==> config.mk <==
export PLATFORM = sky130hd
export DESIGN_NAME = debounce_bank
export DESIGN_NICKNAME = d
export VERILOG_FILES = /design/src/rtl/debounce_pkg.sv /design/src/rtl/debounce_channel.sv /design/src/rtl/debounce_bank.sv
export SDC_FILE = /design/constraint.sdc
export NUM_CORES = 1
export LEC_CHECK = 0
export CORE_MARGIN = 2
export CORE_UTILIZATION = 50
export CTS_BUF_LIST = sky130_fd_sc_hd__clkbuf_4 sky130_fd_sc_hd__clkbuf_8 sky130_fd_sc_hd__clkbuf_16
export CTS_CLUSTER_SIZE = 10
export DETAILED_ROUTE_END_ITERATION = 7
export GPL_TIMING_DRIVEN = 0
export PLACE_DENSITY = 0.8
export SLEW_MARGIN = 30
export SYNTH_ARGS = -nofsm -noshare
export SYNTH_HDL_FRONTEND = slang
export SYNTH_HIERARCHICAL = 1
export SYNTH_SLANG_ARGS = --single-unit
==> constraint.sdc <==
create_clock -name clk -period 2 [get_ports clk]
set_input_delay 0.4 -clock clk [delete_from_list [all_inputs] [get_ports clk]]
set_output_delay 0.4 -clock clk [all_outputs]
set_load 0.05 [all_outputs]
==> src/rtl/debounce_pkg.sv <==
// Shared constants and helpers for the debounce bank.
//   DEB_STABLE_10MS_50M : stable-cycle count for a 10 ms filter at 50 MHz
//   DEB_RPT_DLY_DEF     : default hold time before the first auto-repeat pulse
//   DEB_RPT_PER_DEF     : default spacing between later auto-repeat pulses
//   deb_cw(n)           : counter width for a count of n, never less than 1
package debounce_pkg;

   localparam int DEB_STABLE_10MS_50M = 500000;
   localparam int DEB_RPT_DLY_DEF     = 25000000;
   localparam int DEB_RPT_PER_DEF     = 5000000;

   function automatic int deb_cw(input int n);
      return (n <= 2) ? 1 : $clog2(n);
   endfunction

endpackage

==> src/rtl/debounce_channel.sv <==
// One debounce channel: 2-flop synchroniser, symmetric stable-count filter,
// registered rise/fall pulses and optional hold auto-repeat.
// Optional feature macro: DEBOUNCE_REPEAT_EN (auto-repeat on rep).
// Ports:
//   clk       system clock
//   rst_n     asynchronous active-low reset
//   data_in   raw asynchronous pin level
//   data_out  debounced level
//   rise      1-cycle pulse when data_out goes 0->1
//   fall      1-cycle pulse when data_out goes 1->0
//   rep       1-cycle auto-repeat pulse while data_out is held 1 (0 without macro)
module debounce_channel
   import debounce_pkg::*;
#(
   parameter int STABLE_CNT = DEB_STABLE_10MS_50M,
   parameter bit ACTIVE_LOW = 1'b0,
   parameter int REPEAT_DLY = DEB_RPT_DLY_DEF,
   parameter int REPEAT_PER = DEB_RPT_PER_DEF
) (
   input  logic clk,
   input  logic rst_n,
   input  logic data_in,
   output logic data_out,
   output logic rise,
   output logic fall,
   output logic rep
);

   localparam int            CW       = deb_cw(STABLE_CNT);
   localparam logic [CW-1:0] CNT_LAST = CW'(STABLE_CNT - 1);

   logic          sync_a;
   logic          sync_b;
   logic [CW-1:0] cnt;
   logic          accept;

   // The new level has been seen for STABLE_CNT consecutive cycles.
   assign accept = (sync_b != data_out) && (cnt == CNT_LAST);

   always_ff @(posedge clk or negedge rst_n) begin
      if (!rst_n) begin
         sync_a   <= 1'b0;
         sync_b   <= 1'b0;
         cnt      <= '0;
         data_out <= 1'b0;
         rise     <= 1'b0;
         fall     <= 1'b0;
      end else begin
         sync_a <= data_in ^ ACTIVE_LOW;
         sync_b <= sync_a;
         // Any return to the current level restarts the count; the accept
         // cycle also clears it, so the counter can never wrap.
         if (sync_b == data_out || accept) begin
            cnt <= '0;
         end else begin
            cnt <= cnt + 1'b1;
         end
         if (accept) begin
            data_out <= sync_b;
         end
         rise <= accept & sync_b;
         fall <= accept & ~sync_b;
      end
   end

`ifdef DEBOUNCE_REPEAT_EN
   localparam int            RW       = deb_cw((REPEAT_DLY > REPEAT_PER) ? REPEAT_DLY : REPEAT_PER);
   localparam logic [RW-1:0] DLY_LAST = RW'(REPEAT_DLY - 1);
   localparam logic [RW-1:0] PER_LAST = RW'(REPEAT_PER - 1);

   logic [RW-1:0] rcnt;
   logic          rfirst;
   logic          rhit;

   // rfirst selects the initial hold delay; later pulses use the period.
   assign rhit = (rcnt == (rfirst ? DLY_LAST : PER_LAST));

   always_ff @(posedge clk or negedge rst_n) begin
      if (!rst_n) begin
         rcnt   <= '0;
         rfirst <= 1'b1;
         rep    <= 1'b0;
      end else if (!data_out || accept) begin
         // Released, rising (rcnt is 0 during the rise cycle) or falling:
         // a fall suppresses any pulse in the same cycle.
         rcnt   <= '0;
         rfirst <= 1'b1;
         rep    <= 1'b0;
      end else if (rhit) begin
         rcnt   <= '0;
         rfirst <= 1'b0;
         rep    <= 1'b1;
      end else begin
         rcnt <= rcnt + 1'b1;
         rep  <= 1'b0;
      end
   end
`else
   logic [31:0] rpt_unused;
   assign rpt_unused = REPEAT_DLY + REPEAT_PER;
   assign rep        = 1'b0;
`endif

endmodule

==> src/rtl/debounce_bank.sv <==
// N-channel switch/button debouncer; every channel is independent and all
// outputs are in the clk domain.
// Optional feature macro: DEBOUNCE_REPEAT_EN (per-channel hold auto-repeat;
// without it rep is constant 0 and REPEAT_* are ignored).
// Ports:
//   clk       system clock
//   rst_n     asynchronous active-low reset
//   data_in   [CH] raw asynchronous pin levels
//   data_out  [CH] debounced levels
//   rise      [CH] 1-cycle pulse when data_out goes 0->1
//   fall      [CH] 1-cycle pulse when data_out goes 1->0
//   rep       [CH] 1-cycle auto-repeat pulse while data_out held 1
module debounce_bank
   import debounce_pkg::*;
#(
   parameter int CH         = 4,
   parameter int STABLE_CNT = DEB_STABLE_10MS_50M,
   parameter int ACTIVE_LOW = 0,
   parameter int REPEAT_DLY = DEB_RPT_DLY_DEF,
   parameter int REPEAT_PER = DEB_RPT_PER_DEF
) (
   input  logic          clk,
   input  logic          rst_n,
   input  logic [CH-1:0] data_in,
   output logic [CH-1:0] data_out,
   output logic [CH-1:0] rise,
   output logic [CH-1:0] fall,
   output logic [CH-1:0] rep
);

   localparam bit INV = (ACTIVE_LOW != 0);

   for (genvar i = 0; i < CH; i++) begin : g_ch
      debounce_channel #(
         .STABLE_CNT (STABLE_CNT),
         .ACTIVE_LOW (INV),
         .REPEAT_DLY (REPEAT_DLY),
         .REPEAT_PER (REPEAT_PER)
      ) u_ch (
         .clk      (clk),
         .rst_n    (rst_n),
         .data_in  (data_in[i]),
         .data_out (data_out[i]),
         .rise     (rise[i]),
         .fall     (fall[i]),
         .rep      (rep[i])
      );
   end

endmodule

==> summary.txt <==
Placed cell count -> 567
Chip height -> 101 um
#MultiIn Comb -> 323
Register area -> 2410 um^2
Max layer used -> met4
XOR Share, Synth -> 9.94%
Adder-Cell Fraction of Synth Area -> 1.07%
Reg2Reg Setup Slack -> 0.06 ns
Worst setup startpoint -> g_ch[2].u_ch/cnt[9]
WHS Path Cells -> 0
Worst Path Buf+Inv -> 0
Number of global-route vias before repair -> 3,437
Layout Nets -> 493
Init Core Util -> 51.0%
Top cells excl fill/tap -> dfrtp_1 (88), nor2_1 (65), xnor2_1 (29), nand3_1 (28), xor2_1 (24)
Synth logic family -> simple AND/OR/NAND/NOR gates
Post-Syn Area -> 4670 um^2
Tmin final -> 1.94 ns
Worst Path Max Fanout -> 5
Bufs w/o clock -> 46
Pre-CTS WS -> -0.219 ns
DP Area -> 5010 um^2
Hold_buf cts -> 1
Largest register FFs -> 76
TritonCTS clock tree -> built
Setup TNS Final -> 0 ns
CP Class -> flip-flop to flip-flop
Synth Register Bits -> 96
Met3 track demand over resource -> 3.68%
Switching share of power -> 22.2%
Vias -> 3,438
Critical R2R Launch -> g_ch[2].u_ch/cnt[9]
Slowest Stage Delay on Critical Path -> 0.60 ns
Vias per cell -> 5.74
Gate count after technology mapping -> 438
Drt pass-1 iters -> 4
Grt ovf -> 0
Power consumption -> 0.00363 W
Seq/total area -> 44.4%
# resized after CTS -> 8
Final ANT Viol Nets -> 0
CP Capture Type -> flip-flop
Global-route wire length before repair -> 15,700 um
Status -> complete, no violations
# clk buffers -> 12
Htree depth -> 3
I/O Buffers -> 17
Deepest clock path buffer count -> 2
Mux share of post-synthesis cell area -> 1.50%
Die Area -> 10,100 um^2
Psw -> 0.000806 W
Tap Count -> 111
Final Util -> 59.3%
Final worst slack -> 0.0574 ns
Top power group -> registers
Figure 1. Cells coloured by instance.
(4 px per um)
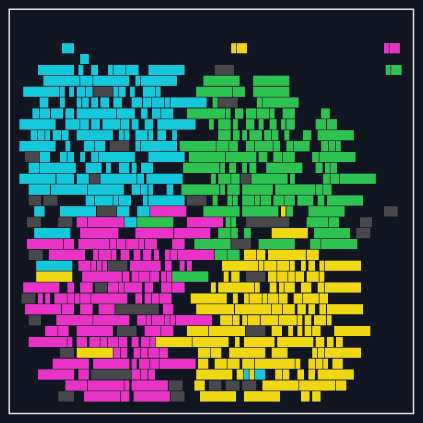
green -> g_ch[0].u_ch  # cells 110
cyan -> g_ch[1].u_ch  # cells 114
yellow -> g_ch[3].u_ch  # cells 113
magenta -> g_ch[2].u_ch  # cells 116
not coloured = 35

Figure 2. Clock wiring as the flow saved it.
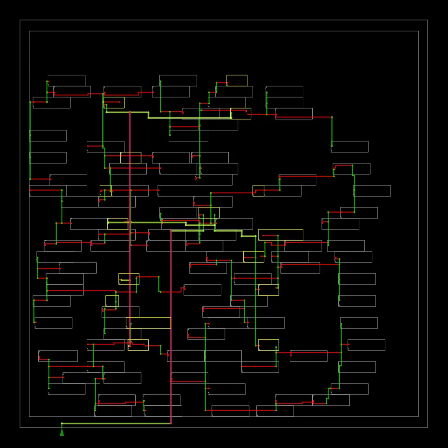
clk_skew: 0.0144 ns
power in the clock group: 0.00146 W
Clock Latency Late Sink: 0.36 ns

Figure 3. Metal layers overlaid.
(4 px per um)
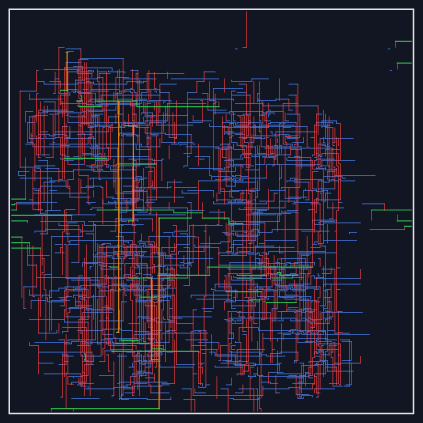
orange -> metal 4  # wire length 159 um
blue -> metal 1  # wire length 4,030 um
red -> metal 2  # wire length 4,620 um
green -> metal 3  # wire length 339 um

No activity file was given, so power comes from the tool's default toggle rates.
